File: src/rtl/traffic_pkg.sv
// Shared types for the intersection phase scheduler: phase and grant
// encodings, the lamp vector, and the phase-to-lamp decode.
package traffic_pkg;

  typedef enum logic [2:0] {
    HWY_GREEN   = 3'd0,
    HWY_YELLOW  = 3'd1,
    ALL_RED_A   = 3'd2,
    FARM_GREEN  = 3'd3,
    FARM_YELLOW = 3'd4,
    PED_WALK    = 3'd5,
    ALL_RED_B   = 3'd6
  } phase_e;

  typedef enum logic {
    FARM = 1'b0,
    PED  = 1'b1
  } grant_e;

  typedef struct packed {
    logic hr;
    logic hy;
    logic hg;
    logic fr;
    logic fy;
    logic fg;
    logic walk;
  } lamps_t;

  // Unknown encodings fall back to all-red so no road ever sees green by accident.
  function automatic lamps_t phase_lamps(input phase_e p);
    lamps_t l;
    l = 7'b0000000;
    case (p)
      HWY_GREEN:   begin l.hg = 1'b1; l.fr = 1'b1; end
      HWY_YELLOW:  begin l.hy = 1'b1; l.fr = 1'b1; end
      ALL_RED_A:   begin l.hr = 1'b1; l.fr = 1'b1; end
      FARM_GREEN:  begin l.hr = 1'b1; l.fg = 1'b1; end
      FARM_YELLOW: begin l.hr = 1'b1; l.fy = 1'b1; end
      PED_WALK:    begin l.hr = 1'b1; l.fr = 1'b1; l.walk = 1'b1; end
      ALL_RED_B:   begin l.hr = 1'b1; l.fr = 1'b1; end
      default:     begin l.hr = 1'b1; l.fr = 1'b1; end
    endcase
    return l;
  endfunction

endpackage

File: src/rtl/phase_timer.sv
// Per-phase cycle counter: clears on phase change, saturates, and reports
// done(N) (count == N-1) and min_met (count >= N-1) against two targets.
module phase_timer #(
  parameter int W = 8
) (
  input  logic         clk,
  input  logic         rst_n,
  input  logic         clr,
  input  logic [W-1:0] done_n,
  input  logic [W-1:0] min_n,
  output logic         done,
  output logic         min_met
);

  logic [W-1:0] count_q, count_d;

  // Next count: clear on phase change, otherwise increment and hold at all-ones.
  always_comb begin
    count_d = count_q;
    if (clr) begin
      count_d = {W{1'b0}};
    end else if (count_q == {W{1'b1}}) begin
      count_d = count_q;
    end else begin
      count_d = count_q + W'(1);
    end
  end

  // Counter register.
  always_ff @(posedge clk or negedge rst_n) begin
    if (!rst_n) begin
      count_q <= {W{1'b0}};
    end else begin
      count_q <= count_d;
    end
  end

  assign done    = (count_q == (done_n - W'(1)));
  assign min_met = (count_q >= (min_n - W'(1)));

endmodule

File: src/rtl/intersection_phase_scheduler.sv
// Highway/farm-road/pedestrian phase scheduler: Moore FSM with yellow and
// all-red clearance, a pedestrian request latch and a round-robin tie-break.
module intersection_phase_scheduler
  import traffic_pkg::*;
#(
  parameter int HWY_MIN_GREEN  = 16,
  parameter int FARM_MIN_GREEN = 4,
  parameter int FARM_MAX_GREEN = 12,
  parameter int YELLOW_CYC     = 3,
  parameter int ALL_RED_CYC    = 2,
  parameter int WALK_CYC       = 6,
  parameter int CNT_W          = 8
) (
  input  logic       clk,
  input  logic       reset,
  input  logic       farm_sensor,
  input  logic       ped_req,
  output logic       highway_red,
  output logic       highway_yellow,
  output logic       highway_green,
  output logic       farm_red,
  output logic       farm_yellow,
  output logic       farm_green,
  output logic       walk,
  output logic       ped_ack,
  output logic [2:0] phase
);

  phase_e state_q, state_d;
  grant_e grant_q, grant_d;
  grant_e last_grant_q, last_grant_d;
  logic   ped_pending_q, ped_pending_d;
  lamps_t lamps_q, lamps_d;
  logic   ped_ack_q, ped_ack_d;

  logic [CNT_W-1:0] done_n, min_n;
  logic timer_done, timer_min_met, timer_clr;
  logic ped_active, walk_entry;

  // Timer targets for the current phase; min_n only matters in the two greens.
  always_comb begin
    done_n = CNT_W'(HWY_MIN_GREEN);
    min_n  = CNT_W'(HWY_MIN_GREEN);
    case (state_q)
      HWY_GREEN:   begin done_n = CNT_W'(HWY_MIN_GREEN);  min_n = CNT_W'(HWY_MIN_GREEN);  end
      HWY_YELLOW:  begin done_n = CNT_W'(YELLOW_CYC);     min_n = CNT_W'(YELLOW_CYC);     end
      ALL_RED_A:   begin done_n = CNT_W'(ALL_RED_CYC);    min_n = CNT_W'(ALL_RED_CYC);    end
      FARM_GREEN:  begin done_n = CNT_W'(FARM_MAX_GREEN); min_n = CNT_W'(FARM_MIN_GREEN); end
      FARM_YELLOW: begin done_n = CNT_W'(YELLOW_CYC);     min_n = CNT_W'(YELLOW_CYC);     end
      PED_WALK:    begin done_n = CNT_W'(WALK_CYC);       min_n = CNT_W'(WALK_CYC);       end
      ALL_RED_B:   begin done_n = CNT_W'(ALL_RED_CYC);    min_n = CNT_W'(ALL_RED_CYC);    end
      default:     begin done_n = CNT_W'(ALL_RED_CYC);    min_n = CNT_W'(ALL_RED_CYC);    end
    endcase
  end

  phase_timer #(.W(CNT_W)) u_timer (
    .clk     (clk),
    .rst_n   (reset),
    .clr     (timer_clr),
    .done_n  (done_n),
    .min_n   (min_n),
    .done    (timer_done),
    .min_met (timer_min_met)
  );

  // Next-state, arbitration and request-latch logic.
  always_comb begin
    state_d      = state_q;
    grant_d      = grant_q;
    last_grant_d = last_grant_q;
    ped_active   = ped_pending_q | ped_req;
    case (state_q)
      HWY_GREEN: begin
        if (timer_min_met && (farm_sensor || ped_active)) begin
          state_d = HWY_YELLOW;
          if (farm_sensor && ped_active) begin
            grant_d      = (last_grant_q == PED) ? FARM : PED;
            last_grant_d = grant_d;
          end else if (farm_sensor) begin
            grant_d = FARM;
          end else begin
            grant_d = PED;
          end
        end else begin
          state_d = HWY_GREEN;
        end
      end
      HWY_YELLOW:  state_d = timer_done ? ALL_RED_A : HWY_YELLOW;
      ALL_RED_A: begin
        if (timer_done) begin
          state_d = (grant_q == FARM) ? FARM_GREEN : PED_WALK;
        end else begin
          state_d = ALL_RED_A;
        end
      end
      // The max check is first so a min above max cannot stretch the phase.
      FARM_GREEN: begin
        if (timer_done || (!farm_sensor && timer_min_met)) begin
          state_d = FARM_YELLOW;
        end else begin
          state_d = FARM_GREEN;
        end
      end
      FARM_YELLOW: state_d = timer_done ? ALL_RED_B : FARM_YELLOW;
      PED_WALK:    state_d = timer_done ? ALL_RED_B : PED_WALK;
      ALL_RED_B:   state_d = timer_done ? HWY_GREEN : ALL_RED_B;
      default:     state_d = ALL_RED_B;
    endcase
    timer_clr     = (state_d != state_q);
    walk_entry    = (state_d == PED_WALK) && (state_q != PED_WALK);
    ped_pending_d = walk_entry ? 1'b0 : ped_active;
    ped_ack_d     = walk_entry;
    lamps_d       = phase_lamps(state_d);
  end

  // State, arbitration and registered-output flops.
  always_ff @(posedge clk or negedge reset) begin
    if (!reset) begin
      state_q       <= HWY_GREEN;
      grant_q       <= FARM;
      last_grant_q  <= PED;
      ped_pending_q <= 1'b0;
      lamps_q       <= phase_lamps(HWY_GREEN);
      ped_ack_q     <= 1'b0;
    end else begin
      state_q       <= state_d;
      grant_q       <= grant_d;
      last_grant_q  <= last_grant_d;
      ped_pending_q <= ped_pending_d;
      lamps_q       <= lamps_d;
      ped_ack_q     <= ped_ack_d;
    end
  end

  assign highway_red    = lamps_q.hr;
  assign highway_yellow = lamps_q.hy;
  assign highway_green  = lamps_q.hg;
  assign farm_red       = lamps_q.fr;
  assign farm_yellow    = lamps_q.fy;
  assign farm_green     = lamps_q.fg;
  assign walk           = lamps_q.walk;
  assign ped_ack        = ped_ack_q;
  assign phase          = state_q;

endmodule

File: config.mk
export PLATFORM = sky130hd
export DESIGN_NAME = intersection_phase_scheduler
export DESIGN_NICKNAME = d
export VERILOG_FILES = /design/src/rtl/traffic_pkg.sv /design/src/rtl/phase_timer.sv /design/src/rtl/intersection_phase_scheduler.sv
export SDC_FILE = /design/constraint.sdc
export NUM_CORES = 1
export LEC_CHECK = 0
export ABC_CLOCK_PERIOD_IN_PS = 4500
export CAP_MARGIN = 5
export CELL_PAD_IN_SITES_DETAIL_PLACEMENT = 0
export CELL_PAD_IN_SITES_GLOBAL_PLACEMENT = 1
export CORE_AREA = 2 2 60 62
export DETAILED_ROUTE_END_ITERATION = 10
export DIE_AREA = 0 0 62 64
export GPL_TIMING_DRIVEN = 0
export PLACE_DENSITY = 0.71
export SLEW_MARGIN = 20
export SYNTH_ARGS = -nofsm -noshare
export SYNTH_HDL_FRONTEND = slang
export SYNTH_SLANG_ARGS = --single-unit
File: constraint.sdc
create_clock -name clk -period 4.5 [get_ports clk]
set_clock_uncertainty 0.15 [all_clocks]
set_input_delay 0.45 -clock clk [delete_from_list [all_inputs] [get_ports clk]]
set_output_delay 0.45 -clock clk [all_outputs]
set_load 0.01 [all_outputs]
**Run 1: placement by cell class**

Scale: 8 px per µm. Fill, decap, tap and diode cells in gray.
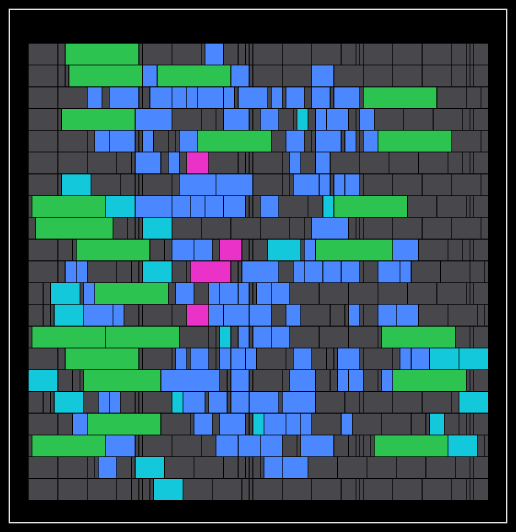
class	color	cells	share of their area
remaining buffers and delay cells	cyan	21	12%
sequential cells	green	22	36%
combinational and other logic	blue	116	50%
clock drivers and dummy loads	magenta	4	2.4%

**Run 1: clock distribution**

Scale: 6 px per µm.
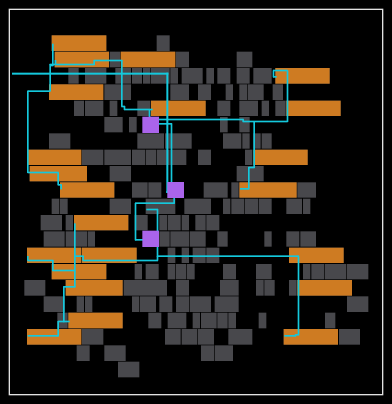
[clock drivers] purple | count: 3
[flip-flops] orange | count: 22
[clock wires] cyan | length: 293 µm
flops lie	all over the die

==> run_results.csv, run 1 <==
group,metric,value,unit
logic_synthesis,post_synth_inst_count,144,
drt,wl,2977,µm
worst_setup_path,worstReg2RegStart,"phase[2]$_DFF_PN0_",
layout,final.signal_buffer_count,21,
logic_synthesis,ys_warn_count,0,
global_route,grt_start_max_net_pins,23,
logic_synthesis,synth_area_per_cell,9.306,µm²
logic_synthesis,top_cells_by_area,"dfrtp_1 (35%), dfstp_2 (5.9%), ha_1 (4.7%)",
logic_synthesis,yosys-stat-cells,144,
layout,n_sequential_cell,22,
sta,post-route-period-util,82.95,%
layout,clkCellAreaFrac,2.298,%
status,run_status,"complete, no violations",
clocking,clock_tree.buffer_depth,2,
clocking,cts_root_buffer,"clkbuf_4",
floorplanning,die_span_x,62,µm
logic_synthesis,synth_chip_area,0.001340,mm²
worst_setup_path,worst-endpoint-arrival,3760,ps
layout,nNetsFinal,173,
layout,area_share_nonclk_buffers,11.09,%
sta,fin_setup_tns,0,ps
sta,max_slew_margin,41.73,%
worst_setup_path,critical_path.startpoint_type,"flip-flop",
min_path,min-delay-start,"last_grant_q$_DFFE_PN1P_",
clocking,clkSlewWorstSetupHoldPaths,130,ps
worst_setup_path,rrSetupSlack,770,ps
layout,combAreaFraction,46.20,%
logic_synthesis,mappedNetlistArea,0.001340,mm²
worst_setup_path,timing.critical_path.fanout_max,10,
global_route,met1_usage,25.64,%
clocking,clk_latency,310,ps
logic_synthesis,synth_top_cell_by_area,"dfrtp_1",
logic_synthesis,synth_flop_count,22,
sta,finalHoldViolations,0,
pwr,intPower,0.6348,mW
layout,drive_gt1_share,9.816,%
run,max_cap_violations,0,
floorplanning,core,0.003284,mm²
logic_synthesis,synth-edff-count,0,
floorplanning,dieHeight,64,µm
drt,routedWlPerCell,14.24,µm
pwr,seq_power_share,28.2,%
drt,drt_iter0_markers,33,
global_route,grt_first_pass_wirelength,5106,µm
pwr,vdd_drop_max,0.3812,mV
floorplanning,tap-cell-count,46,
layout,multiInputGateArea,729.5,µm²
global_route,met2_usage,22.79,%
pwr,power.static_leakage,0.6504,nW
drt,vias,1141,
logic_synthesis,synthesized_nets,153,
worst_setup_path,end_point_of_the_critical_path,"u_timer.count_q[1]$_DFFE_PN0P_",
layout,area.share.sequential,35.10,%
pwr,clockPowerShare,9.5,%
layout,layout-area-overhead-vs-synth,17.83,%
**Run 1: metal layers overlaid**

Scale: 8 px per µm.
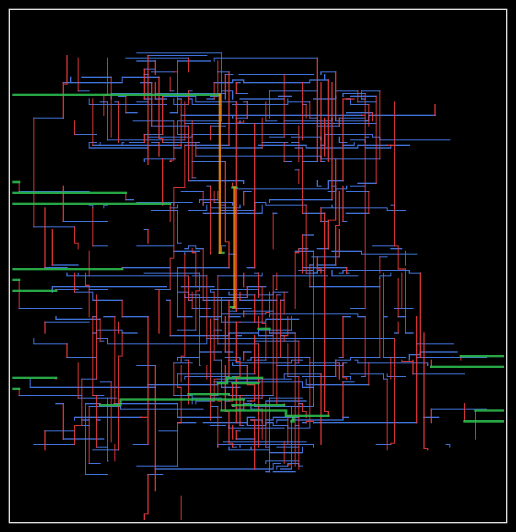
layer	color	wire length
metal 4	orange	34.7 µm
metal 2	red	1330 µm
metal 3	green	165 µm
metal 1	blue	1450 µm

run 1: per-stage QoR:
step                      hold slack, ps  cell area, µm²  utilization (%)  total power [mW]  instances
final                              350.1            1579            48.08             1.165        209
after global routing               380.2            1579            48.08             1.274        209
after CTS                          355.2            1574            47.92             1.172        208
after detailed placement           333.5            1538            46.82             1.058        204
after global placement             330.3            1538            46.82             1.045        204
after floorplan                    4.409            1340                -            0.8481        144
run 1: layer usage:
metal | wire length [µm] | share of wire [%]
met5 | 0 | 0
met4 | 34 | 1.1
met3 | 164 | 5.5
met2 | 1326 | 45
met1 | 1452 | 49
run 1: power by group through the flow:
stage	clock network, mW	logic [mW]	registers [mW]
floorplan	0	0.510	0.338
global route	0.121	0.815	0.339
CTS	0.114	0.729	0.328
global placement	0	0.713	0.331
detailed placement	0	0.727	0.331
finish	0.111	0.726	0.328
run 1: kinds of logic after synthesis:
family                   synth area share [%]
XOR/XNOR                                3.268
AND/OR/NAND/NOR                         28.76
multiplexers                            2.241
flip-flops                              41.36
buffers and inverters                   4.201
AND-OR/OR-AND                           15.50
adder cells (fa/ha/maj)                 4.669
run 1: flip-flops by register name, summed over array words and instances, names as in the netlist:
name / cells
farm_yellow: 1
farm_red: 1
grant_q: 1
last_grant_q: 1
ped_pending_q: 1
farm_green: 1
highway_yellow: 1
walk: 1
highway_green: 1
u_timer.count_q: 8
phase: 3
highway_red: 1
ped_ack: 1
run 1: placed cells by master, fill, tap and decap left out, types with 2 or more instances in the layout:
master / count
a21o_1: 2
a21oi_1: 4
a31oi_1: 2
and3_1: 4
clkbuf_1: 5
clkbuf_4: 3
clkdlybuf4s50_1: 13
dfrtp_1: 19
dfstp_2: 3
ha_1: 5
inv_1: 6
mux2i_1: 3
nand2_1: 11
nand2b_1: 3
nand3_1: 3
nand3b_1: 2
nand4_1: 3
nor2_1: 13
nor2b_1: 6
nor3_1: 7
nor3_2: 2
nor4_1: 3
nor4b_1: 3
o211ai_1: 2
o21ai_0: 2
o22ai_1: 3
o31ai_1: 2
or3_1: 3
or4_1: 2
xnor2_1: 5
run 1: how the worst min path moves through the flow:
stage / end / slack (ps) / cells after the start
final: last_grant_q$_DFFE_PN1P_ / 350 / 1
after global routing: last_grant_q$_DFFE_PN1P_ / 380 / 1
after CTS: last_grant_q$_DFFE_PN1P_ / 360 / 1
after detailed placement: last_grant_q$_DFFE_PN1P_ / 330 / 1
after global placement: last_grant_q$_DFFE_PN1P_ / 330 / 1
after floorplan: farm_green$_DFF_PN0_ / 4 / 0
run 1: worst max-delay path: cells and delay by family (launching register included):
family	cells	cell delay, ps
adder cells (fa/ha/maj)	1	320
AND-OR/OR-AND	2	730
flip-flops	1	440
AND/OR/NAND/NOR	6	1410
buffers and inverters	3	550
run 1: what timing repair did:
item / in CTS / in global routing
setup buffers: 0 / 0
hold buffers: 0 / 1
gates resized: 0 / 0
hold endpoints to repair: 0 / 19
**Run 1: power grid**

Scale: 8 px per µm. Pins as bars on the die edge. Tap cells in gray.
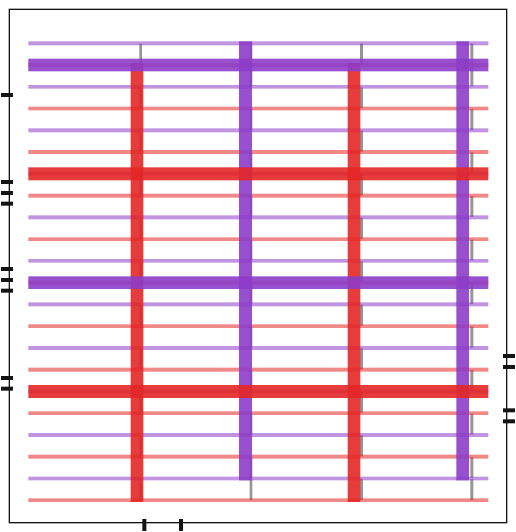

--- run 2 (diff from run 1) ---
--- a/config.mk
+++ b/config.mk
@@ -5,15 +5,15 @@
 export SDC_FILE = /design/constraint.sdc
 export NUM_CORES = 1
 export LEC_CHECK = 0
-export ABC_CLOCK_PERIOD_IN_PS = 4500
+export ABC_CLOCK_PERIOD_IN_PS = 3090
 export CAP_MARGIN = 5
 export CELL_PAD_IN_SITES_DETAIL_PLACEMENT = 0
 export CELL_PAD_IN_SITES_GLOBAL_PLACEMENT = 1
-export CORE_AREA = 2 2 60 62
+export CORE_AREA = 2 2 63 65
 export DETAILED_ROUTE_END_ITERATION = 10
-export DIE_AREA = 0 0 62 64
+export DIE_AREA = 0 0 65 67
 export GPL_TIMING_DRIVEN = 0
-export PLACE_DENSITY = 0.71
+export PLACE_DENSITY = 0.68
 export SLEW_MARGIN = 20
 export SYNTH_ARGS = -nofsm -noshare
 export SYNTH_HDL_FRONTEND = slang
==> constraint.sdc (replaced) <==
create_clock -name clk -period 3.09 [get_ports clk]
set_clock_uncertainty 0.15 [all_clocks]
set_input_delay 0.309 -clock clk [delete_from_list [all_inputs] [get_ports clk]]
set_output_delay 0.309 -clock clk [all_outputs]
set_load 0.01 [all_outputs]
**Run 2: power grid**

Scale: 8 px per µm. Pins as bars on the die edge. Tap cells in gray.
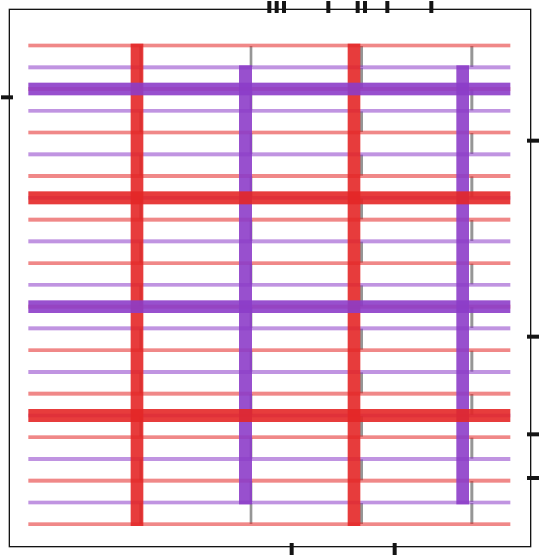
net	color
VSS	red
VDD	purple
met5 straps	4
rows	22
tap cells	48
met4 straps	4
met1 rails	23

==> run 2 against run 1 <==
Net effect: the flow now finishes with violations (setup timing); cell count rose by 9.1%; global-route usage rose by 1.0 points; worst hold slack got worse by 8.3 ps; total power rose by 89%; non-clock buffer count rose by 16; via count rose by 8.5%; critical endpoint is now highway_yellow$_DFF_PN0_; setup slack got worse by 800 ps; synthesized area did not move; critical path depth did not move; largest power group unchanged.
==> run_results.csv, run 2 <==
group,metric,value,unit
worst_setup_path,timing.critical_path.to_type,"flip-flop",
sta,rsz0062_at_grt,"yes",
layout,nNetsFinal,190,
sta,max_slew_margin,42.81,%
drt,drtPass1Iterations,4,
pwr,power.static_leakage,0.7742,nW
worst_setup_path,rrSetupSlack,-30,ps
worst_setup_path,critical_path.startpoint_type,"flip-flop",
logic_synthesis,yosys-stat-cells,144,
layout,regMostFlops,"u_timer.count_q",
min_path,hold_ep,"last_grant_q$_DFFE_PN1P_",
layout,drive_gt1_share,28.33,%
pwr,vdd_drop_max,0.4361,mV
global_route,grt_first_pass_wirelength,5940,µm
clocking,clock_tree.buffer_depth,2,
placed_design,hpwlAfterDp,2265,µm
floorplanning,core,0.003606,mm²
sta,finalHoldViolations,0,
run,max_cap_violations,0,
sta,fin_hold_ws,341.8,ps
sta,post-route-period-util,101.1,%
logic_synthesis,synth_area_per_cell,9.306,µm²
logic_synthesis,post_synth_inst_count,144,
min_path,worst_hold_path_stage_count,1,
placed_design,place_ws,-328.5,ps
drt,routedWlPerCell,15.86,µm
min_path,min-delay-start,"last_grant_q$_DFFE_PN1P_",
layout,layout_top_cells,"dfrtp_1 (17), buf_4 (17), clkdlybuf4s50_1 (13)",
placed_design,gp_routability_congestion,0.8448,
sta,maxSlewViolCount,0,
logic_synthesis,synth_flop_count,22,
global_route,grt_start_max_net_pins,23,
status,violations,"setup timing",
logic_synthesis,mappedNetlistArea,0.001340,mm²
status,run_status,"finished, violations left",
drt,vias,1238,
worst_setup_path,worst-endpoint-arrival,3110,ps
drt,wl,3616,µm
logic_synthesis,post-synth-top-count-cell,"dfrtp_1",
worst_setup_path,worstReg2RegStart,"phase[0]$_DFF_PN0_",
floorplanning,dieHeight,67,µm
sta,worst_slack,-32.48,ps
pwr,power.density,1174,mW/mm²
worst_setup_path,timing.critical_path.fanout_max,7,
pwr,design_power_total,2.197,mW
clocking,cts_root_buffer,"clkbuf_8",
worst_setup_path,required,3080,ps
logic_synthesis,synth-edff-count,0,
layout,largest_register_ffs,8,
floorplanning,chip_area,0.004355,mm²
clocking,clk_latency,260,ps
logic_synthesis,synthesized_nets,153,
drt,drt_iter0_markers,70,
logic_synthesis,synth_chip_area,0.001340,mm²
logic_synthesis,synth_top_cell_by_area,"dfrtp_1",
sta,finalSetupViolCount,1,
logic_synthesis,top_cells_by_area,"dfrtp_1 (35%), dfstp_2 (5.9%), ha_1 (4.7%)",
layout,layout-area-overhead-vs-synth,39.68,%
sta,clock.fmax,320.3,MHz
floorplanning,die_span_x,65,µm
clocking,clkSlewWorstSetupHoldPaths,90,ps
logic_synthesis,ys_warn_count,0,
run 2: cell count changes in the layout (fill, tap and decap cells not counted), moves of 3 or more:
cell	before	now
buf_4	0	17
clkbuf_1	5	2
clkbuf_8	1	4
nor2_1	13	10
run 2: worst max path at each step:
stage                             startpoint  cells after the start  slack (ps)                              to
final                     phase[0]$_DFF_PN0_                     12         -30        highway_yellow$_DFF_PN0_
after global routing      phase[0]$_DFF_PN0_                     12        -130        highway_yellow$_DFF_PN0_
after CTS                 phase[0]$_DFF_PN0_                     12         -70        highway_yellow$_DFF_PN0_
after detailed placement  phase[2]$_DFF_PN0_                     12        -330  u_timer.count_q[4]$_DFFE_PN0P_
after global placement    phase[1]$_DFF_PN0_                     10        -290  u_timer.count_q[3]$_DFFE_PN0P_
after floorplan           phase[0]$_DFF_PN0_                     12           3           farm_yellow$_DFF_PN0_
run 2: logic make-up (layout without fill, tap and decap cells):
logic type                 Yosys count  after routing  synth area share, %
muxes                                3              3                2.241
buffers and inverters               13             48                4.201
DFF                                 22             22                41.36
adders and majority gates            5              5                4.669
and+or+nand+nor                     69             70                28.76
xor gates and xnor gates             5              5                3.268
AOI/OAI and AO/OA                   27             27                15.50
run 2: per-stage QoR:
step           utilization, %  cells  instance area (µm²)  TNS [ps]
2_1_floorplan               -    144                 1363         0
3_3_place_gp            43.34    206                 1563     -3104
3_5_place_dp            43.34    206                 1563     -3712
4_1_cts                 50.35    225                 1815    -197.5
5_1_grt                 51.91    228                 1872    -449.0
6_report                51.91    228                 1872    -32.48
run 2: power breakdown:
part | total, mW | switching [mW] | internal (mW) | leakage (nW)
sequential | 0.481 | 0.0740 | 0.407 | 0.270
combinational | 1.45 | 0.778 | 0.669 | 0.469
clock | 0.269 | 0.0966 | 0.173 | 0.0357
run 2: repair_timing:
item                                    CTS  global route
hold buffers                              0             1
endpoints found under the setup margin   16            16
hold endpoints to repair                  0            19
cloned                                    0             1
buffers inserted                         15             2
pin swaps                                10             7
resized                                  15             7
run 2: per-layer routing:
layer  up-vias  track usage (%)  part of all wire [%]
li1        595                -                     -
met1       628            21.45                    43
met2        13            33.89                    55
met3         2            2.027                   1.5
met4         0            4.787                  0.64
met5         -                0                     0
run 2: cell type report:
type	instances	area [µm²]	share of cell area, %
well taps	48	60.06	3.209
clock inverters	1	30.03	1.604
plain buffers	5	40.04	2.139
inverters	7	31.28	1.671
repair buffers	32	272.8	14.57
flip-flops and latches	22	556.8	29.75
clock buffers	3	41.29	2.206
multi-input cells	110	839.6	44.85
run 2: critical path, stage by stage (launching register included):
cell      delay [ps]
dfrtp_1          400
clkbuf_8         160
nor2b_4          130
or3_4            340
ha_4             280
nand3_2           50
or2_1            230
buf_6            140
or3_4            370
a22o_1           210
a211oi_4         320
buf_4            180
nor2_2            30
No activity file was given, so power comes from the tool's default toggle rates.
